### Port wiring, run 1

Scale: 6 px per um.
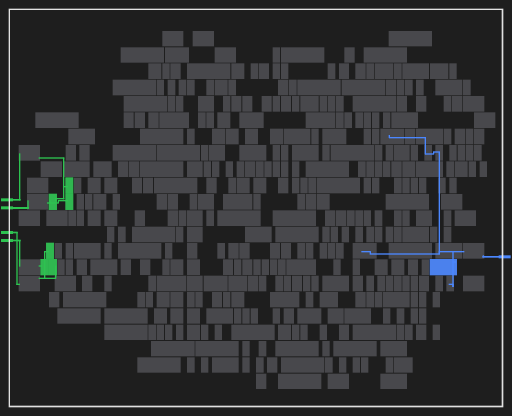
### Clock routing, run 1

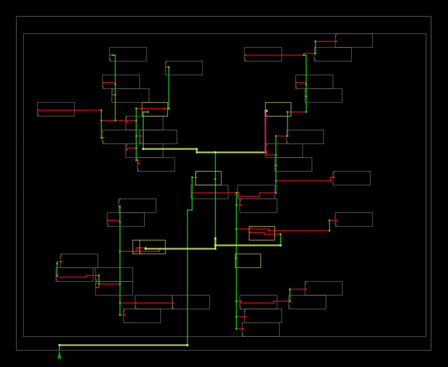
### Gate families picked out, run 1

Scale: 4 px per um.
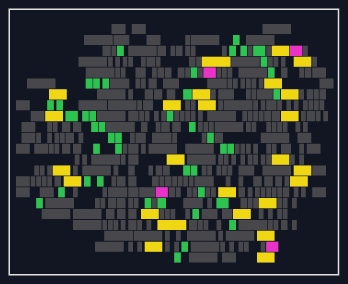
## config.mk

```make
export PLATFORM = sky130hd
export DESIGN_NAME = ddr_clk_div_gen
export DESIGN_NICKNAME = d
export VERILOG_FILES = /design/src/rtl/ddr_pkg.sv /design/src/rtl/ddr_clk_div_ch.sv /design/src/rtl/ddr_clk_div_gen.sv
export SDC_FILE = /design/constraint.sdc
export NUM_CORES = 1
export LEC_CHECK = 0
export ABC_AREA = 1
export CAP_MARGIN = 20
export CORE_ASPECT_RATIO = 0.8
export CORE_UTILIZATION = 50
export CTS_CLUSTER_SIZE = 28
export DETAILED_ROUTE_END_ITERATION = 8
export PLACE_DENSITY = 0.82
export SLEW_MARGIN = 20
export SYNTH_ARGS = -nofsm -noshare
export SYNTH_HDL_FRONTEND = slang
export SYNTH_HIERARCHICAL = 1
export SYNTH_SLANG_ARGS = --single-unit
```

## constraint.sdc

```tcl
create_clock -name CK_t -period 3.9 [get_ports CK_t]
set_clock_uncertainty 0.2 [all_clocks]
set_input_delay 0.78 -clock CK_t [delete_from_list [all_inputs] [get_ports CK_t]]
set_output_delay 0.78 -clock CK_t [all_outputs]
set_load 0.01 [all_outputs]
```

## src/rtl/ddr_pkg.sv

```systemverilog
// Shared types and constants for the DDR controller clock generator.
// The config record is declared in ddr_clk_div_gen, where its field widths are known.
package ddr_pkg;

  localparam int CLK_DIV_MIN = 2;
  localparam int CLK_DEF_DIV = 2;

  typedef enum logic [1:0] {
    IDLE  = 2'd0,
    ALIGN = 2'd1,
    RUN   = 2'd2
  } clk_gen_state_e;

endpackage

```

## src/rtl/ddr_clk_div_ch.sv

```systemverilog
// One derived clock channel: divide/phase registers, period counter,
// wrap-aligned config apply and the clock/strobe decode.
module ddr_clk_div_ch #(
  parameter int DIV_W   = 4,
  parameter int DEF_DIV = 2
) (
  input  logic             CK_t,
  input  logic             reset,
  input  logic             run_cur,
  input  logic             run_nxt,
  input  logic             upd,
  input  logic [DIV_W-1:0] new_div,
  input  logic [DIV_W-1:0] new_phase,
  output logic             applied,
  output logic             ck_div,
  output logic             stb
);

  logic [DIV_W-1:0] cnt_r, div_r, ph_r;
  logic [DIV_W-1:0] cnt_nxt_s, div_nxt_s, ph_nxt_s, init_s;
  logic             at_wrap_s, apply_s;

  // Next divide/phase/counter; a new config lands only on the last count of a period.
  always_comb begin
    at_wrap_s = (cnt_r == (div_r - DIV_W'(1)));
    apply_s   = upd && (!run_cur || at_wrap_s);
    if (apply_s) begin
      div_nxt_s = new_div;
      ph_nxt_s  = new_phase;
    end else begin
      div_nxt_s = div_r;
      ph_nxt_s  = ph_r;
    end
    // Starting at div-ph puts the first strobe ph cycles into RUN.
    if (ph_nxt_s == {DIV_W{1'b0}}) begin
      init_s = {DIV_W{1'b0}};
    end else begin
      init_s = div_nxt_s - ph_nxt_s;
    end
    if (!run_nxt) begin
      cnt_nxt_s = {DIV_W{1'b0}};
    end else if (!run_cur || apply_s) begin
      cnt_nxt_s = init_s;
    end else if (at_wrap_s) begin
      cnt_nxt_s = {DIV_W{1'b0}};
    end else begin
      cnt_nxt_s = cnt_r + DIV_W'(1);
    end
  end

  // Channel state registers.
  always_ff @(posedge CK_t) begin
    if (reset) begin
      cnt_r <= {DIV_W{1'b0}};
      div_r <= DIV_W'(DEF_DIV);
      ph_r  <= {DIV_W{1'b0}};
    end else begin
      cnt_r <= cnt_nxt_s;
      div_r <= div_nxt_s;
      ph_r  <= ph_nxt_s;
    end
  end

  assign applied = apply_s;
  assign stb     = run_cur && (cnt_r == {DIV_W{1'b0}});
  assign ck_div  = run_cur && (cnt_r < (div_r >> 1'b1));

endmodule

```

## src/rtl/ddr_clk_div_gen.sv

```systemverilog
// Controller clock generator: run FSM, single-slot config shadow with
// sanitising, and one ddr_clk_div_ch per derived channel.
module ddr_clk_div_gen
  import ddr_pkg::*;
#(
  parameter int NUM_CH  = 2,
  parameter int DIV_W   = 4,
  parameter int DEF_DIV = CLK_DEF_DIV,
  parameter int CH_W    = (NUM_CH > 1) ? $clog2(NUM_CH) : 1
) (
  input  logic              CK_t,
  input  logic              reset,
  input  logic              en,
  input  logic              cfg_valid,
  output logic              cfg_ready,
  input  logic [CH_W-1:0]   cfg_ch,
  input  logic [DIV_W-1:0]  cfg_div,
  input  logic [DIV_W-1:0]  cfg_phase,
  output logic [NUM_CH-1:0] ck_div,
  output logic [NUM_CH-1:0] stb,
  output logic              locked,
  output logic              cfg_err
);

  typedef struct packed {
    logic [CH_W-1:0]  ch;
    logic [DIV_W-1:0] div;
    logic [DIV_W-1:0] phase;
  } clk_cfg_t;

  clk_gen_state_e    state_r, state_nxt_s;
  clk_cfg_t          shadow_r;
  logic              pending_r, cfg_err_r;
  logic [DIV_W-1:0]  san_div_s, san_phase_s;
  logic              div_bad_s, phase_bad_s, ch_bad_s, accept_s;
  logic [NUM_CH-1:0] upd_sel_s, applied_s;
  logic              run_cur_s, run_nxt_s;

  // Next-state logic; dropping en leaves ALIGN or RUN immediately.
  always_comb begin
    state_nxt_s = state_r;
    case (state_r)
      IDLE:    state_nxt_s = en ? ALIGN : IDLE;
      ALIGN:   state_nxt_s = en ? RUN : IDLE;
      RUN:     state_nxt_s = en ? RUN : IDLE;
      default: state_nxt_s = IDLE;
    endcase
  end

  // Sanitise the incoming request before it reaches the shadow slot.
  always_comb begin
    div_bad_s = (cfg_div < DIV_W'(CLK_DIV_MIN));
    if (div_bad_s) begin
      san_div_s = DIV_W'(CLK_DIV_MIN);
    end else begin
      san_div_s = cfg_div;
    end
    phase_bad_s = (cfg_phase >= san_div_s);
    if (phase_bad_s) begin
      san_phase_s = {DIV_W{1'b0}};
    end else begin
      san_phase_s = cfg_phase;
    end
    ch_bad_s = ({1'b0, cfg_ch} >= (CH_W+1)'(NUM_CH));
    accept_s = cfg_valid && !pending_r;
  end

  // FSM, shadow slot and error pulse registers.
  always_ff @(posedge CK_t) begin
    if (reset) begin
      state_r   <= IDLE;
      pending_r <= 1'b0;
      shadow_r  <= '{ch: {CH_W{1'b0}}, div: {DIV_W{1'b0}}, phase: {DIV_W{1'b0}}};
      cfg_err_r <= 1'b0;
    end else begin
      state_r   <= state_nxt_s;
      cfg_err_r <= accept_s && (div_bad_s || phase_bad_s || ch_bad_s);
      if (accept_s && !ch_bad_s) begin
        pending_r <= 1'b1;
        shadow_r  <= '{ch: cfg_ch, div: san_div_s, phase: san_phase_s};
      end else if (|applied_s) begin
        pending_r <= 1'b0;
      end else begin
        pending_r <= pending_r;
      end
    end
  end

  assign run_cur_s = (state_r == RUN);
  assign run_nxt_s = (state_nxt_s == RUN);

  for (genvar i = 0; i < NUM_CH; i++) begin : g_ch
    assign upd_sel_s[i] = pending_r && (shadow_r.ch == CH_W'(i));

    ddr_clk_div_ch #(
      .DIV_W   (DIV_W),
      .DEF_DIV (DEF_DIV)
    ) u_ch (
      .CK_t      (CK_t),
      .reset     (reset),
      .run_cur   (run_cur_s),
      .run_nxt   (run_nxt_s),
      .upd       (upd_sel_s[i]),
      .new_div   (shadow_r.div),
      .new_phase (shadow_r.phase),
      .applied   (applied_s[i]),
      .ck_div    (ck_div[i]),
      .stb       (stb[i])
    );
  end

  assign locked    = run_cur_s;
  assign cfg_ready = !pending_r;
  assign cfg_err   = cfg_err_r;

endmodule
```

==> metrics.csv, run 1 <==
metric,value,unit
track_usage,22.37,%
min_path_type,reg -> reg,
sw_frac_of_total,31.47,%
max-slew-margin-rel,61.66,%
clk_pin_slew_worst_paths,0.07,ns
remaining_drc_errors,0,
die_area,5407,sq um
status,"finished, final reports clean",
slowest_stage,clkdlybuf4s50_1,
syn_area,2557,sq um
layout-drive-gt1-share,11.69,%
grt_max_degree,20,
tritoncts,yes,
dp_hpwl,4.048,mm
clkPwrFrac,28.2,%
finalClockPeriodUsage,86.70,%
mostFrequentLayoutCell,nand2_1,
wl_met3,281,um
wl_met2,2.296,mm
max_freq,0.2958,GHz
portBuffers,19,
finalSetupViolations,0,
ys_area,2557,sq um
cp_cell_sequence,"inv_2, ha_1, a21o_1, a2111oi_0, clkdlybuf4s50_1",
ff_type,dfxtp_1,
gp_congestion,0.8521,
cts-root-buf,clkbuf_8,
clock_path_buffers,2,
cp.arrival,2.40,ns
top_layer_used,met4,
crit_start,g_ch[0].u_ch/div_r[2],
async_flop_share,0,%
wl_per_cell,11.15,um
vias_per_cell,4.931,
yosysUniqueCellTypes,25,
final_cell_mix,"nand2_1 (84), inv_1 (64), nor2_1 (42)",
wl_met1,2.564,mm
vias,2278,
yosys.area.top_type,dfxtp_1,
power.total,0.0009396,W
floorplan.nets,418,
holdCritStartpoint,shadow_r[8],
rows,22,
r2r_start,g_ch[0].u_ch/div_r[0],
grt_pass1_vias,2109,
grt_setup_unrepaired,false,
finalWirelength,5.151,mm
final_nets,440,
crit_path_max_fanout,5,
drt_iter0_drc,105,
syn_avg_cell_area,6.730,sq um
cts_setup_buffers,0,
warning_count,30,
grt.overflow.total,0,
postCtsResizedCells,0,
grt_pass1_wl,9.204,mm
syn_inst,380,
critPathKind,reg -> out,
netlist.area_leader.share,28.96,%
slowest_delay,0.64,ns
ys_warn_count,6,
powerDensity,326.8,nW/um^2
dr.pass1.iters,4,
## Picture notes: 'Port wiring'
- blue: locked (bits 1; direction output; edge right; end cells 1; buffers 1; wire 56.3 um)
- green: cfg_div (bits 4; direction input; edge left; end cells 6; buffers 4; wire 55.4 um)

## Picture notes: 'Clock routing'
Clk power: 0.000265 W
cts bufs inserted: 5
Skew-Pair Late Insertion Delay: 0.29 ns
number of clock buffers in the layout: 7
clock sink count: 37

## Picture notes: 'Gate families picked out'
- yellow: adder and majority cells (cells 25; where all over the die)
- magenta: XOR/XNOR gates (cells 4)
- green: inverting AOI/OAI gates (cells 43)

==> run 1: cell type report <==
type / instances / area, sq um
fill: 441 / 1887
multi-input combinational: 264 / 1495
inverter: 74 / 280.3
clock buffer: 7 / 86.33
sequential: 37 / 740.7
tap: 60 / 75.07
timing repair buffer: 20 / 197.7
==> run 1: cell usage after synthesis (3+ instances only) <==
master / n
nand2_1: 84
nand3_1: 23
buf_6: 3
nor2_2: 4
inv_2: 9
xor2_1: 4
ha_1: 23
nor2_1: 42
inv_1: 64
nand3b_1: 7
o21ai_0: 17
nand2_2: 16
nand2_4: 5
nand4_1: 5
a21oi_1: 21
dfxtp_1: 37
==> run 1: worst paths after layout <==
path,to,slack [ns],cells past startpoint
worst min-delay path,shadow_r[8],0.32,2
worst max-delay path,ck_div[0],0.52,5
worst min register to register,shadow_r[8],0.32,2
worst max register to register,g_ch[0].u_ch/cnt_r[3],0.74,22
==> run 1: sequential cells by signal, indices dropped and copies added, names as in the netlist <==
register         cells
shadow_r             9
g_ch.u_ch/cnt_r      8
g_ch.u_ch/div_r      8
g_ch.u_ch/ph_r       8
state_r              2
cfg_err              1
pending_r            1
==> run 1: stage by stage <==
step           hold WS, ns  util, %  cell area, sq um  cells  setup slack (ns)
6_report            0.3243    60.38              2875    462            0.5188
2_1_floorplan       0.2756        -              2557    380             1.058
3_5_place_dp        0.3123    58.57              2789    455            0.7950
4_1_cts             0.3248    60.38              2875    462            0.5238
5_1_grt             0.3713    60.38              2875    462            0.3150
3_3_place_gp        0.2971    58.57              2789    455            0.8511
==> run 1: worst max-delay path: cells and delay by family, from the launching register on <==
family,cells,cell delay (ns)
AND-OR/OR-AND,2,0.70
buffers and inverters,2,0.73
flip-flops,1,0.41
adder cells (fa/ha/maj),1,0.27
==> run 1: power by group through the flow <==
stage | Sequential, W | Combinational (W) | Clock (W)
floorplan | 0.000418 | 0.000203 | 0
global placement | 0.000422 | 0.000251 | 0
detailed placement | 0.000423 | 0.000256 | 0
CTS | 0.000414 | 0.000259 | 0.000272
global route | 0.000417 | 0.000302 | 0.000289
finish | 0.000414 | 0.000260 | 0.000265
==> run 1: logic make-up after synthesis <==
kind of cell             count (synthesis)  synth area share [%]
AND/OR/NAND/NOR                        190                 34.74
buffers and inverters                   79                 12.57
AND-OR/OR-AND                           45                 9.540
flip-flops                              37                 28.96
adder cells (fa/ha/maj)                 25                 12.82
XOR/XNOR                                 4                 1.370
==> run 1: metal layers <==
layer | track usage [%] | vias up
li1 | - | 1223
met1 | 29.96 | 1008
met2 | 35.95 | 45
met3 | 4.966 | 2
met4 | 5.921 | 0
met5 | 0 | -
### Wiring by layer, run 1

Scale: 4 px per um.
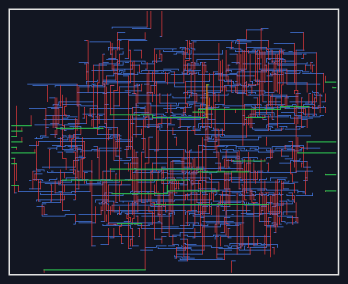

==> run 1 -> run 2 <==
--- a/config.mk
+++ b/config.mk
@@ -11,6 +11,7 @@
 export CORE_UTILIZATION = 50
 export CTS_CLUSTER_SIZE = 28
 export DETAILED_ROUTE_END_ITERATION = 8
+export GPL_TIMING_DRIVEN = 0
 export PLACE_DENSITY = 0.82
 export SLEW_MARGIN = 20
 export SYNTH_ARGS = -nofsm -noshare
==> constraint.sdc (replaced) <==
create_clock -name CK_t -period 3.9 [get_ports CK_t]
set_clock_uncertainty 0.2 [all_clocks]
set_input_delay 0.78 -clock CK_t [delete_from_list [all_inputs] [get_ports CK_t]]
set_output_delay 0.78 -clock CK_t [all_outputs]
set_load 0.1 [all_outputs]
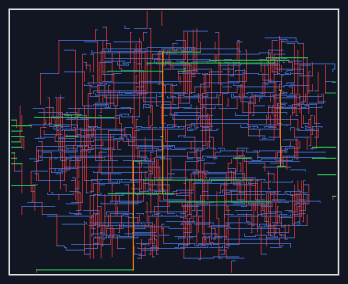
*Wiring by layer, run 2*
Scale: 4 px per um.
- blue: met1 (wire length 2670 um)
- red: met2 (wire length 2360 um)
- orange: met4 (wire length 81.6 um)
- green: met3 (wire length 263 um)

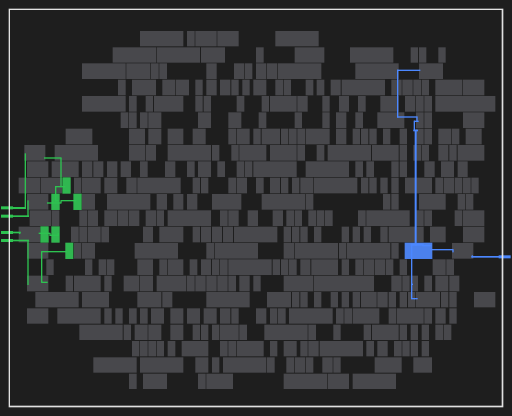
*Port wiring, run 2*
Scale: 6 px per um.
io pins: 20
number of port buffers: 19

==> run 2 against run 1 <==
- worst setup slack got worse by 0.34 ns
- via count rose by 2.0%
- final cell count rose by 1.1%
- synthesized area did not move
- first-iteration DRC count rose by 10%
- maximum frequency fell by 9.2%
- combinational power rose by 13%
==> metrics.csv, run 2 <==
metric,value,unit
pre_cts_ws,0.4768,ns
r2r_start,g_ch[1].u_ch/div_r[0],
vias,2324,
slowest_stage,clkdlybuf4s50_1,
crit_start,g_ch[1].u_ch/div_r[2],
powerDensity,327.7,nW/um^2
status,"finished, final reports clean",
clk_pin_slew_worst_paths,0.07,ns
yosysUniqueCellTypes,25,
yosysMostFrequentCell,nand2_1,
grt_pass1_vias,2150,
finalSetupViolations,0,
cp-end-kind,output pin,
cts_sinks,37,
drt_iter0_drc,116,
holdCritStartpoint,shadow_r[8],
postCtsResizedCells,0,
finalWirelength,5.370,mm
compound_area_share,9.540,%
cp_cell_sequence,"inv_2, ha_1, a21o_1, a2111oi_4, clkdlybuf4s50_1",
grt.overflow.total,0,
final_cell_mix,"nand2_1 (84), inv_1 (64), nor2_1 (42)",
track_usage,22.71,%
remaining_drc_errors,0,
vias_per_cell,4.976,
finalClockPeriodUsage,95.46,%
cp.arrival,2.74,ns
setup_tns,0,ns
warning_count,30,
max-slew-margin-rel,35.29,%
ff_type,dfxtp_1,
gp_congestion,0.8272,
simple_gate_area_share,34.74,%
async_flop_share,0,%
setup_slack,0.1772,ns
cp.buffers_inverters,2,
gr-usage-met2,36.88,%
synthMuxAreaShare,0,%
yosys.area.top_type,dfxtp_1,
rows,22,
cts_setup_buffers,0,
min_path_type,reg -> reg,
syn_avg_cell_area,6.730,sq um
clock_path_buffers,2,
grt_max_degree,11,
dp_hpwl,4.284,mm
ys_sh_adder,12.82,%
grt_pass1_wl,9.356,mm
ys_warn_count,6,
numCtsBuffers,5,
crit_family,buffers and inverters,
grt_use_met1,30.12,%
clock.latency.late_pin,0.29,ns
wl_per_cell,11.50,um
syn_inst,380,
netlist.area_leader.share,28.96,%
cts-root-buf,clkbuf_8,
regMostFlops,shadow_r,
largest_reg_flops,9,
mostFrequentLayoutCell,nand2_1,
floorplan.nets,418,
max_freq,0.2686,GHz
syn_area,2557,sq um
crit_path_max_fanout,5,
ys_area,2557,sq um
## run 2: cell type report
cell class                      count  area, sq um
Multi-Input combinational cell    264         1533
Tap cell                           60        75.07
Timing Repair Buffer               19        190.2
Clock buffer                        8        80.08
Fill cell                         469         1822
Inverter                           74        280.3
Buffer                              5        41.29
Sequential cell                    37        740.7
## run 2: power breakdown
group	switching, W	internal, W
clock	0.000128	0.000127
combinational	0.000185	0.000111
sequential	0.0000145	0.000399
total	0.000327	0.000637
## run 2: worst reg2reg max path, cell delays in order, from the launching register on
cell and delay [ns]:
dfxtp_1 0.40, inv_1 0.11, ha_1 0.31, nand2_1 0.06
inv_1 0.06, nor2_1 0.03, nand2_1 0.07, nor2_2 0.04
nand2_2 0.06, nand2_4 0.10, nand2_4 0.09, buf_6 0.13
inv_1 0.08, o21ai_0 0.41, ha_1 0.33, a31oi_1 0.25
inv_1 0.07, nand3_1 0.11, nand2_1 0.06, nand2_1 0.06
nand2_1 0.06, nand2_1 0.06, a21oi_1 0.05
## run 2: kinds of logic after synthesis
family / after synthesis
XOR/XNOR: 4
buffers and inverters: 79
AND/OR/NAND/NOR: 190
AND-OR/OR-AND: 45
flip-flops: 37
adder cells (fa/ha/maj): 25
## run 2: stage by stage
stage	util, %	power [W]	hold WS [ns]	cell area (sq um)	instances
4_1_cts	61.74	0.0009704	0.3136	2940	467
3_3_place_gp	60.06	0.0007020	0.2909	2860	459
3_5_place_dp	60.06	0.0007134	0.3031	2860	459
6_report	61.74	0.0009637	0.3101	2940	467
2_1_floorplan	-	0.0006471	0.2756	2595	380
5_1_grt	61.74	0.001032	0.3458	2940	467
## run 2: metal layers
metal | up-vias | share of wire, %
met3 | 8 | 4.9
met4 | 0 | 1.5
met5 | - | 0
met2 | 48 | 44
li1 | 1229 | -
met1 | 1039 | 50
## run 2: path summary, 6_finish.rpt
kind | depth (start not counted) | end | slack [ns]
worst min-delay path | 2 | shadow_r[8] | 0.31
worst max register to register | 22 | g_ch[1].u_ch/cnt_r[3] | 0.60
worst min register to register | 2 | shadow_r[8] | 0.31
worst max-delay path | 5 | ck_div[1] | 0.18
Power is estimated from default activity; no workload was simulated.
